### src/rtl/tilt_led_mapper.sv
// Turns the I2C read-data byte stream into windowed signed axis averages and a
// flicker-filtered one-hot position on the 9-LED level bar.
//
//   state  | meaning
//   PH_LSB | next valid byte is the low byte of a sample
//   PH_MSB | next valid byte is the high byte; completes a sample
module tilt_led_mapper #(
    parameter int AVG_LOG2 = 2,
    parameter int SHIFT    = 8,
    parameter int HOLD     = 1
) (
    input  logic        clk_i,
    input  logic        reset_i,
    input  logic        byte_valid_i,
    input  logic [7:0]  byte_i,
    input  logic        frame_start_i,
    output logic [15:0] sample_o,
    output logic        sample_valid_o,
    output logic [8:0]  led_o,
    output logic        led_valid_o
);

    localparam int         AW     = 16 + AVG_LOG2;
    localparam logic [3:0] HOLD_C = 4'(HOLD);

    typedef enum logic {PH_LSB, PH_MSB} phase_t;

    phase_t               phase_q, phase_d;
    logic [7:0]           low_q, low_d;
    logic signed [AW-1:0] acc_q, acc_d;
    logic [AVG_LOG2-1:0]  cnt_q, cnt_d;
    logic signed [15:0]   sample_q, sample_d;
    logic                 svalid_q, svalid_d;
    logic [3:0]           cur_q, cur_d;
    logic [3:0]           cand_q, cand_d;
    logic [3:0]           hold_q, hold_d;
    logic [8:0]           led_q, led_d;
    logic                 lvalid_q, lvalid_d;

    logic                 sample_done;
    logic signed [15:0]   new_sample;
    logic signed [AW-1:0] acc_sum;
    logic signed [AW-1:0] avg_full;
    logic signed [15:0]   q_val;
    logic signed [17:0]   idx_wide;
    logic [3:0]           idx;
    logic [3:0]           hold_next;

    always_ff @(posedge clk_i) begin
        if (reset_i) begin
            phase_q  <= PH_LSB;
            low_q    <= '0;
            acc_q    <= '0;
            cnt_q    <= '0;
            sample_q <= '0;
            svalid_q <= 1'b0;
            cur_q    <= 4'd4;
            cand_q   <= 4'd4;
            hold_q   <= '0;
            led_q    <= 9'h010;
            lvalid_q <= 1'b0;
        end else begin
            phase_q  <= phase_d;
            low_q    <= low_d;
            acc_q    <= acc_d;
            cnt_q    <= cnt_d;
            sample_q <= sample_d;
            svalid_q <= svalid_d;
            cur_q    <= cur_d;
            cand_q   <= cand_d;
            hold_q   <= hold_d;
            led_q    <= led_d;
            lvalid_q <= lvalid_d;
        end
    end

    // Byte pairing and window accumulation
    always_comb begin
        phase_d     = phase_q;
        low_d       = low_q;
        acc_d       = acc_q;
        cnt_d       = cnt_q;
        sample_d    = sample_q;
        svalid_d    = 1'b0;
        sample_done = byte_valid_i && !frame_start_i && (phase_q == PH_MSB);
        new_sample  = {byte_i, low_q};
        acc_sum     = acc_q + {{AVG_LOG2{new_sample[15]}}, new_sample};
        avg_full    = acc_sum >>> AVG_LOG2;

        if (frame_start_i) begin
            phase_d = PH_LSB;
            if (byte_valid_i) begin
                low_d   = byte_i;
                phase_d = PH_MSB;
            end
        end else if (byte_valid_i) begin
            if (phase_q == PH_LSB) begin
                low_d   = byte_i;
                phase_d = PH_MSB;
            end else begin
                phase_d = PH_LSB;
            end
        end

        if (sample_done) begin
            if (&cnt_q) begin
                sample_d = avg_full[15:0];
                svalid_d = 1'b1;
                acc_d    = '0;
                cnt_d    = '0;
            end else begin
                acc_d = acc_sum;
                cnt_d = cnt_q + 1'b1;
            end
        end
    end

    // Bin mapping and consecutive-agreement hold filter
    always_comb begin
        cur_d     = cur_q;
        cand_d    = cand_q;
        hold_d    = hold_q;
        led_d     = led_q;
        lvalid_d  = 1'b0;
        q_val     = sample_q >>> SHIFT;
        idx_wide  = 18'sd4 + {{2{q_val[15]}}, q_val};
        hold_next = hold_q + 4'd1;

        if (idx_wide < 18'sd0)
            idx = 4'd0;
        else if (idx_wide > 18'sd8)
            idx = 4'd8;
        else
            idx = idx_wide[3:0];

        if (svalid_q) begin
            if (idx == cur_q) begin
                hold_d = '0;
            end else begin
                if (idx != cand_q) begin
                    cand_d    = idx;
                    hold_next = 4'd1;
                end
                if (hold_next == HOLD_C) begin
                    led_d    = 9'b1 << idx;
                    cur_d    = idx;
                    lvalid_d = 1'b1;
                    hold_d   = '0;
                end else begin
                    hold_d = hold_next;
                end
            end
        end
    end

    assign sample_o       = sample_q;
    assign sample_valid_o = svalid_q;
    assign led_o          = led_q;
    assign led_valid_o    = lvalid_q;

endmodule

### config.mk
export PLATFORM = sky130hd
export DESIGN_NAME = tilt_led_mapper
export DESIGN_NICKNAME = d
export VERILOG_FILES = /design/src/rtl/tilt_led_mapper.sv
export SDC_FILE = /design/constraint.sdc
export NUM_CORES = 1
export LEC_CHECK = 0
export CORE_UTILIZATION = 50
export CTS_CLUSTER_DIAMETER = 60
export CTS_CLUSTER_SIZE = 12
export DETAILED_ROUTE_END_ITERATION = 8
export PLACE_DENSITY_LB_ADDON = 0.08
export SYNTH_ARGS = -nofsm -noshare
export SYNTH_HDL_FRONTEND = slang
export SYNTH_SLANG_ARGS = --single-unit
### constraint.sdc
create_clock -name clk_i -period 5.2 [get_ports clk_i]
set_clock_uncertainty 0.15 [all_clocks]
set_input_delay 0.78 -clock clk_i [delete_from_list [all_inputs] [get_ports clk_i]]
set_output_delay 0.78 -clock clk_i [all_outputs]
set_load 0.03 [all_outputs]
**Cell outlines without signal wires**

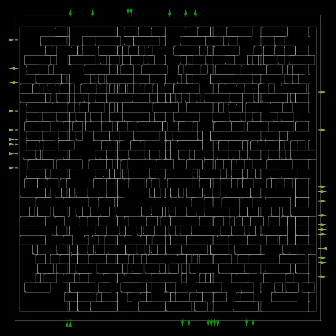
Core Region: 0.006944 mm^2
Well Taps: 96

**Drive-strength map**

Scale bar: 20 um.
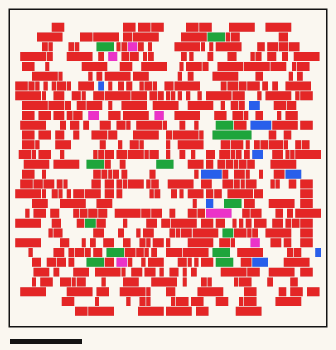
[_6 and larger] green | cells: 13 | share: 2.8% | most used: clkbuf_8
[_3 and _4 cells] magenta | cells: 7 | share: 1.5% | most used: buf_4
[_0 and _1 cells] red | cells: 443 | share: 94% | most used: dfxtp_1
[_2 cells] blue | cells: 9 | share: 1.9% | most used: nor3b_2
Buffers, non-clock: 42
design area: 0.004325 mm^2
Area Growth Syn to Fin: 17.67%
final setup margin: 1.648 ns

==> run summary <==
dominant kind of cell: multi-input combinational cells
share of cells above drive strength 1: 0.06144
ys flops: 68
largest net degree at the start of global routing: 39
Multi-Input Combinational: 335
max FFs per register: 18
most frequent cell after synthesis: dfxtp_1
Top cell excl fill/tap: dfxtp_1
largest reg by FF count: acc_q
1st-pass router iterations: 4
Hold Path Stages: 2
Slowest cell on crit path: a21oi_2
Top power group: sequential cells
Flops: 68
H-tree depth: 3
port bufs: 38
Setup TNS Final: 0 ns
Critical path buffers and inverters: 0
fp util: 0.5294
worst r2r dst: cur_q[2]
slowest stage delay, CP: 0.77 ns
DRT iter0 DRCs: 188
worst path arrival time: 3.65 ns
Sw Pwr: 0.0002704 W
Post-Route M1 WL: 3.674 mm
Tool Warnings: 27
family with the most delay on the worst path: AND-OR/OR-AND gates
Net Sw Frac: 0.2530
first-pass GRT wire length: 14.32 mm
WL met3: 405 um
num ports: 39
IR drop worst, VDD: 160.5 uV
Setup WS pre-CTS: 1.614 ns
Fmax: 281.5 MHz
final hold violations: 0
most frequent cells in the layout: dfxtp_1 (68), nor2_1 (57), nand2_1 (39)
Crit Path Max Fanout: 23
Setup CP Type: flip-flop to flip-flop
status: finished, final reports clean
cell-internal power: 0.0007983 W
syn_area_per_cell: 8.490 um^2
Final setup violation count: 0
Die Area: 0.007699 mm^2
CP endpoint: cur_q[2]
Post-synth seq share: 0.3703
CTS root buffer: clkbuf_8
Dominant Register Cell: dfxtp_1
min Tclk post-route: 3.552 ns
inverters: 11
Async SR Flop Fraction: 0
clock tree from TritonCTS: yes
global-route track usage on met3: 0.04524
Slew @ Worst Pin: 1.116 ns
distinct lib cells: 60
Fillers: 633
combinational logic power: 0.0000786 W
worst min path class: flip-flop to flip-flop
antenna violation net count after detailed routing: 0
post-CTS setup repair buffer count: 0
non-filler cells, final: 568
Synth mux share: 0.04663
Top Layer Used: met4
GR Layer Usage met2: 0.4242
ys cells: 433
GRT Max-Usage Layer: met2
Post-CTS Resized: 0
Slew headroom: 0.2534
synthesized area: 0.003676 mm^2
Util after Layout: 0.6229
Max Buffers Root-to-Sink: 2
M1 GR Usage: 0.2904
fin nets: 501
Final Hold Slack: 0.3080 ns
RSZ-0062 raised after global routing: false
**Signal wires by layer**

Scale bar: 20 um.
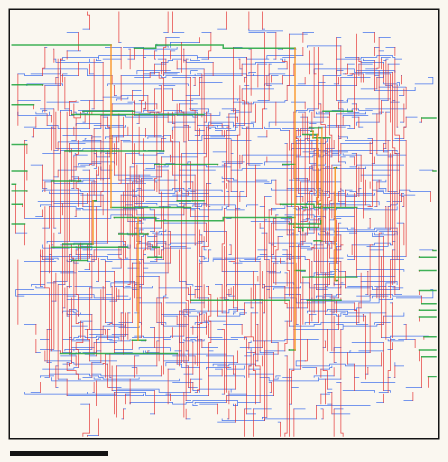
[metal 3] green | wire length: 405 um
[metal 4] orange | wire length: 191 um
[metal 1] blue | wire length: 3670 um
[metal 2] red | wire length: 4390 um
final WL: 8.660 mm
WL per Instance: 15.25 um
via count: 3254
global-route usage over all layers: 0.2431

**Metal 4**

Supply wires on this layer in grey. Cells faint in the background.
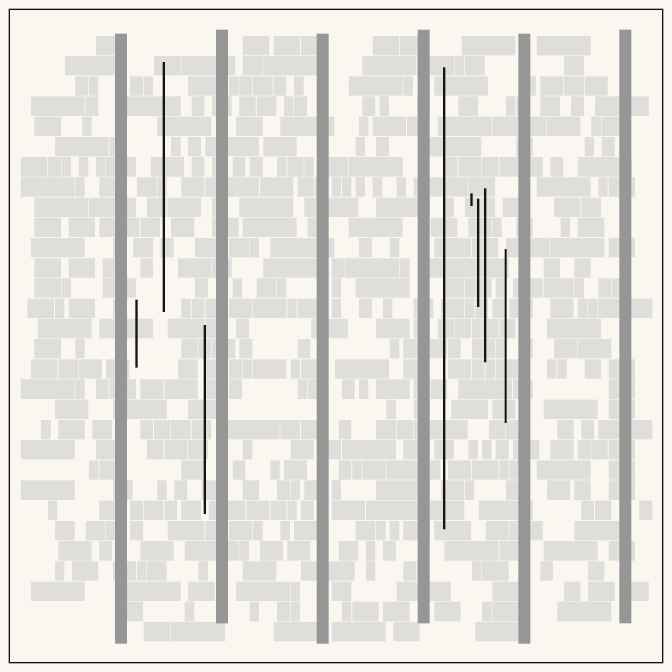
main direction: vertical
nets with wire on the layer: 7

Power figures rest on the tool's default switching activity, not on a simulated workload.
